File: src/rtl/lsu.sv
// -----------------------------------------------------------------------------
// lsu -- single-outstanding load/store unit sitting between the EX stage and a
// req/gnt + rvalid memory port.
//
// Ports
//   clk, reset                 sole clock; synchronous active-high reset
//   valid_i, memren_i,         EX-stage op valid, load request, store request
//   memwren_i
//   funct3_i, addr_i,          access size/sign, effective address, store data,
//   wdata_i, rd_i              load destination register
//   stall_o                    holds the upstream pipeline while an access is busy
//   mem_req_o .. mem_wdata_o   memory request (word-aligned address, byte enables)
//   mem_gnt_i, mem_rvalid_i,   memory grant and read response
//   mem_rdata_i
//   ld_valid_o, ld_data_o,     one-cycle load writeback (formatted data, rd)
//   ld_rd_o
//   misalign_o                 one-cycle misaligned-access flag
//
// Build option
//   MISALIGN_TRAP_EN  when defined, misaligned halfword/word accesses issue no
//                     memory request and pulse misalign_o instead. When undefined
//                     misalign_o is tied 0 and misaligned accesses are aligned
//                     down to their access size.
// -----------------------------------------------------------------------------
module lsu (
    input  logic        clk,
    input  logic        reset,
    input  logic        valid_i,
    input  logic        memren_i,
    input  logic        memwren_i,
    input  logic [2:0]  funct3_i,
    input  logic [31:0] addr_i,
    input  logic [31:0] wdata_i,
    input  logic [4:0]  rd_i,
    output logic        stall_o,
    output logic        mem_req_o,
    output logic        mem_we_o,
    output logic [31:0] mem_addr_o,
    output logic [3:0]  mem_be_o,
    output logic [31:0] mem_wdata_o,
    input  logic        mem_gnt_i,
    input  logic        mem_rvalid_i,
    input  logic [31:0] mem_rdata_i,
    output logic        ld_valid_o,
    output logic [31:0] ld_data_o,
    output logic [4:0]  ld_rd_o,
    output logic        misalign_o
);

    typedef enum logic [1:0] {StIdle, StReq, StWait} state_e;

    state_e      state_q, state_d;
    logic        we_q, we_d;
    logic [31:0] addr_q, addr_d;
    logic [3:0]  be_q, be_d;
    logic [31:0] wdata_q, wdata_d;
    logic [4:0]  rd_q, rd_d;
    logic [2:0]  f3_q, f3_d;
    logic [1:0]  off_q, off_d;

    logic        accept;
    logic        is_byte, is_half;
    logic [3:0]  be_calc;
    logic [31:0] wdata_calc;
    logic        stall, req, ld_valid;
    logic [7:0]  lane_b;
    logic [15:0] lane_h;
    logic [31:0] ld_fmt;

`ifdef MISALIGN_TRAP_EN
    logic trap_q, trap_d;
    logic misaligned, misalign;
`endif

    assign accept = valid_i && (memren_i || memwren_i);

    // funct3[1:0]: 00 byte, 01 half, anything else (2, 3, 6, 7) is a word.
    assign is_byte = (funct3_i[1:0] == 2'b00);
    assign is_half = (funct3_i[1:0] == 2'b01);

    // Lane placement: data is replicated so any byte lane can pick it up.
    always_comb begin
        be_calc    = 4'b1111;
        wdata_calc = wdata_i;
        if (is_byte) begin
            be_calc    = 4'b0001 << addr_i[1:0];
            wdata_calc = {4{wdata_i[7:0]}};
        end else if (is_half) begin
            be_calc    = addr_i[1] ? 4'b1100 : 4'b0011;
            wdata_calc = {2{wdata_i[15:0]}};
        end
    end

`ifdef MISALIGN_TRAP_EN
    assign misaligned = (is_half && addr_i[0]) ||
                        (!is_byte && !is_half && (addr_i[1:0] != 2'b00));
`endif

    // Load formatting from the lane latched at acceptance.
    always_comb begin
        lane_b = mem_rdata_i[{off_q, 3'b000} +: 8];
        lane_h = off_q[1] ? mem_rdata_i[31:16] : mem_rdata_i[15:0];
        if (f3_q[1:0] == 2'b00) begin
            ld_fmt = {{24{~f3_q[2] & lane_b[7]}}, lane_b};
        end else if (f3_q[1:0] == 2'b01) begin
            ld_fmt = {{16{~f3_q[2] & lane_h[15]}}, lane_h};
        end else begin
            ld_fmt = mem_rdata_i;
        end
    end

    always_comb begin
        state_d  = state_q;
        we_d     = we_q;
        addr_d   = addr_q;
        be_d     = be_q;
        wdata_d  = wdata_q;
        rd_d     = rd_q;
        f3_d     = f3_q;
        off_d    = off_q;
        stall    = 1'b0;
        req      = 1'b0;
        ld_valid = 1'b0;
`ifdef MISALIGN_TRAP_EN
        trap_d   = trap_q;
        misalign = 1'b0;
`endif
        unique case (state_q)
            StIdle: begin
                if (accept) begin
                    stall   = 1'b1;
                    state_d = StReq;
                    we_d    = memwren_i;  // store wins when both are set
                    addr_d  = {addr_i[31:2], 2'b00};
                    be_d    = be_calc;
                    wdata_d = wdata_calc;
                    rd_d    = rd_i;
                    f3_d    = funct3_i;
                    off_d   = addr_i[1:0];
`ifdef MISALIGN_TRAP_EN
                    trap_d  = misaligned;
`endif
                end
            end
            StReq: begin
`ifdef MISALIGN_TRAP_EN
                if (trap_q) begin
                    // Trapped access: flag it and drop back without touching memory.
                    misalign = 1'b1;
                    state_d  = StIdle;
                end else
`endif
                begin
                    req = 1'b1;
                    if (mem_gnt_i) begin
                        state_d = we_q ? StIdle : StWait;
                        stall   = !we_q;
                    end else begin
                        stall = 1'b1;
                    end
                end
            end
            StWait: begin
                if (mem_rvalid_i) begin
                    ld_valid = 1'b1;
                    state_d  = StIdle;
                end else begin
                    stall = 1'b1;
                end
            end
            default: state_d = StIdle;
        endcase
    end

    always_ff @(posedge clk) begin
        if (reset) begin
            state_q <= StIdle;
            we_q    <= 1'b0;
            addr_q  <= 32'd0;
            be_q    <= 4'd0;
            wdata_q <= 32'd0;
            rd_q    <= 5'd0;
            f3_q    <= 3'd0;
            off_q   <= 2'd0;
`ifdef MISALIGN_TRAP_EN
            trap_q  <= 1'b0;
`endif
        end else begin
            state_q <= state_d;
            we_q    <= we_d;
            addr_q  <= addr_d;
            be_q    <= be_d;
            wdata_q <= wdata_d;
            rd_q    <= rd_d;
            f3_q    <= f3_d;
            off_q   <= off_d;
`ifdef MISALIGN_TRAP_EN
            trap_q  <= trap_d;
`endif
        end
    end

    assign stall_o     = stall;
    assign mem_req_o   = req;
    assign mem_we_o    = req && we_q;
    assign mem_addr_o  = addr_q;
    assign mem_be_o    = be_q;
    assign mem_wdata_o = wdata_q;
    assign ld_valid_o  = ld_valid;
    assign ld_data_o   = ld_valid ? ld_fmt : 32'd0;
    assign ld_rd_o     = rd_q;
`ifdef MISALIGN_TRAP_EN
    assign misalign_o  = misalign;
`else
    assign misalign_o  = 1'b0;
`endif

endmodule

File: config.mk
export PLATFORM = sky130hd
export DESIGN_NAME = lsu
export DESIGN_NICKNAME = d
export VERILOG_FILES = /design/src/rtl/lsu.sv
export SDC_FILE = /design/constraint.sdc
export NUM_CORES = 1
export LEC_CHECK = 0
export CAP_MARGIN = 0
export CORE_ASPECT_RATIO = 1.1
export CORE_MARGIN = 2
export CORE_UTILIZATION = 35
export CTS_CLUSTER_SIZE = 30
export DETAILED_ROUTE_END_ITERATION = 10
export GPL_TIMING_DRIVEN = 0
export PLACE_DENSITY_LB_ADDON = 0.3
export SKIP_LAST_GASP = 1
export SLEW_MARGIN = 20
export SYNTH_ARGS = -nofsm -noshare
export SYNTH_HDL_FRONTEND = slang
export SYNTH_SLANG_ARGS = --single-unit
File: constraint.sdc
create_clock -name clk -period 2.1 [get_ports clk]
set_clock_uncertainty 0.2 [all_clocks]
set_input_delay 0.315 -clock clk [delete_from_list [all_inputs] [get_ports clk]]
set_output_delay 0.315 -clock clk [all_outputs]
set_load 0.05 [all_outputs]
==> results.json <==
{
  "status": "finished, violations left",
  "violations": "setup timing",
  "grt-ovfl-total": 0,
  "wl_met1_mm": 6.56,
  "lay_top_cells": "clkdlybuf4s50_1, dfxtp_1, a21oi_1, o21ai_0, nand3_1",
  "rsz0062_at_grt": "true",
  "grt_pass1_wl_mm": 27.3,
  "cap_violations": 0,
  "nets": 882,
  "yosys_cells": 527,
  "path_delay_family": "buffers and inverters",
  "layoutNonFillerInstCount": 930,
  "timing.final.ws_setup_ns": -0.349,
  "setup_violations": 32,
  "synthFlopType": "dfxtp_1",
  "synth_top_area_share_pct": 37.4,
  "whs_ns": 0.0916,
  "total_power_mw": 4.91,
  "drive_gt1_share_pct": 21.0,
  "synth.ff_latch_count": 79,
  "slew_viol_final": 0,
  "drtPass1Iterations": 5,
  "timing.setup.tns_ns": -9.17,
  "netlist-cell-type-count": 43,
  "top_cells_by_area": "dfxtp_1, a21oi_1, o21ai_0",
  "min_period_ns": 2.45,
  "timing.slew.headroom_pct": 48.0,
  "cts_tree": "yes",
  "clock_sinks": 79,
  "top_cells_by_count": "dfxtp_1, a21oi_1, o21ai_0",
  "worstPathCellList": "buf_6 > mux2_4 > buf_6 > a32oi_4 > buf_12 > a31oi_1 > buf_4",
  "cts-buffers-inserted": 9,
  "finalHoldViolations": 0,
  "coreArea_mm2": 0.0119,
  "synth_area_leader_cell": "dfxtp_1",
  "yosysSeqAreaShare_pct": 37.4,
  "edf_count": 0,
  "reg2reg_to": "f3_q[0]",
  "warnings": 29,
  "required_ns": 1.58,
  "worstHoldPathCells": 3,
  "ant_nets": 0,
  "top_cell": "dfxtp_1",
  "path_max_fanout": 7,
  "antenna_found_initial": 1,
  "topRoutingLayerUsed": "met4",
  "hp-start": "memwren_i",
  "grtUsageMet1_pct": 29.6,
  "critPathKind": "flip-flop to output port",
  "drt_iter0_markers": 386,
  "hold-path-endpoint": "we_q",
  "path_buffers": 4,
  "dieArea_mm2": 0.0130,
  "ios": 221,
  "vias": 5253,
  "antenna_cells": 0,
  "synth_warnings": 0,
  "fp_util_pct": 35.5,
  "die_y_um": 119,
  "slowest_stage": "mux2_4",
  "max_freq_mhz": 408,
  "arrival_ns": 1.93,
  "place_area_mm2": 0.00689,
  "clk_pin_slew_worst_paths_ns": 0.06,
  "slowest_delay_ns": 0.33,
  "gp_congestion": 0.873
}
## power breakdown
part | internal, mW | switching [mW]
registers | 1.61 | 0.0665
logic | 0.721 | 1.02
clock network | 0.898 | 0.595
## tightest hold or removal path, delay by kind of cell
family,cells,cell delay (ns)
AOI/OAI and AO/OA,1,0.05
and+or+nand+nor,1,0.06
buffers and inverters,1,0.15
## registers in the layout (all words and copies together), names as in the netlist
name / count
ld_rd_o: 5
mem_be_o: 4
mem_addr_o: 30
f3_q: 3
we_q: 1
mem_wdata_o: 32
off_q: 2
state_q: 2
## final cells by class
| class | count | area, um2 |
|---|---|---|
| fillers | 992 | 4300 |
| well taps | 154 | 193 |
| plain buffers | 54 | 332 |
| multi-input cells | 385 | 2790 |
| clock inverters | 2 | 13.8 |
| flip-flops and latches | 79 | 1590 |
| inverters | 4 | 20.0 |
| clock buffers | 14 | 274 |
| repair buffers | 238 | 2430 |
## worst max-delay path by stage
stage                          from             to  slack [ns]
floorplan                state_q[1]  ld_data_o[17]       -0.21
global placement    mem_rdata_i[31]  ld_data_o[24]       -1.42
detailed placement  mem_rdata_i[15]  ld_data_o[24]       -1.48
CTS                        off_q[0]  ld_data_o[26]       -0.42
global route               off_q[0]  ld_data_o[12]       -0.39
finish                     off_q[0]  ld_data_o[12]       -0.35
## repair_timing
item,4_1_cts,5_1_grt
setup buffers,15,8
setup endpoints to repair,40,76
gates resized,279,42
pin swaps,14,11
gates cloned,1,1
## logic make-up (layout without fill, tap and decap cells)
kind of cell | count (synthesis) | count (layout) | share of synthesized area, %
AND-OR/OR-AND | 202 | 202 | 28.0
buffers and inverters | 65 | 312 | 6.83
flip-flops | 79 | 79 | 37.4
multiplexers | 35 | 35 | 10.7
other | 1 | 3 | 0.0887
AND/OR/NAND/NOR | 145 | 145 | 17.0
==> images/layer_met1.png <==
Scale bar: 20 um.
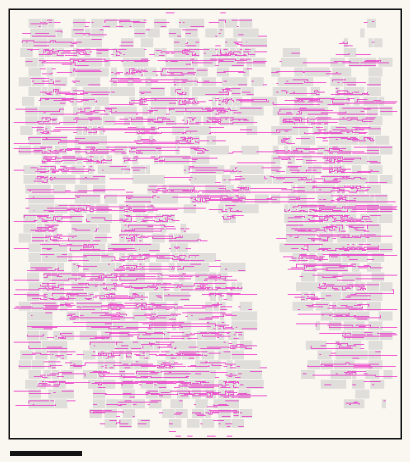
wire length on this layer: 6560 um
share of all routed wire: 37%
longest straight run: 45.5 um
nets with wire on the layer: 765
main direction: horizontal

==> images/layer_met2.png <==
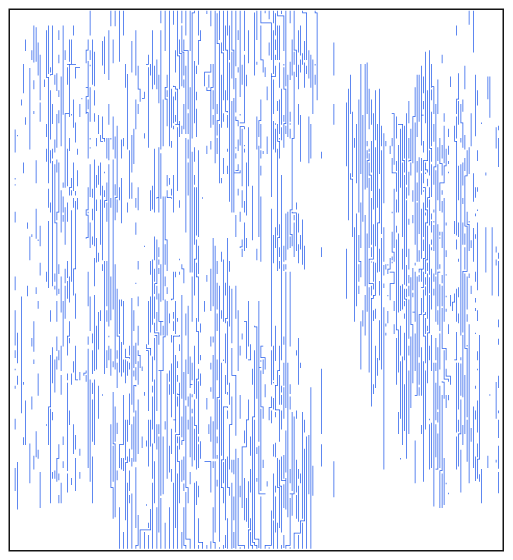
longest straight run: 46.9 um
wire length on this layer: 8840 um
main direction: vertical
share of all routed wire: 50%

==> images/layer_met3.png <==
Scale bar: 20 um.
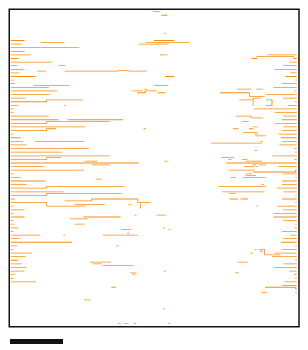
wire length on this layer: 1610 um
longest straight run: 48.1 um
GR Util met3: 8.32%
routed wire length: 17.8 mm

Power is estimated from default activity; no workload was simulated.
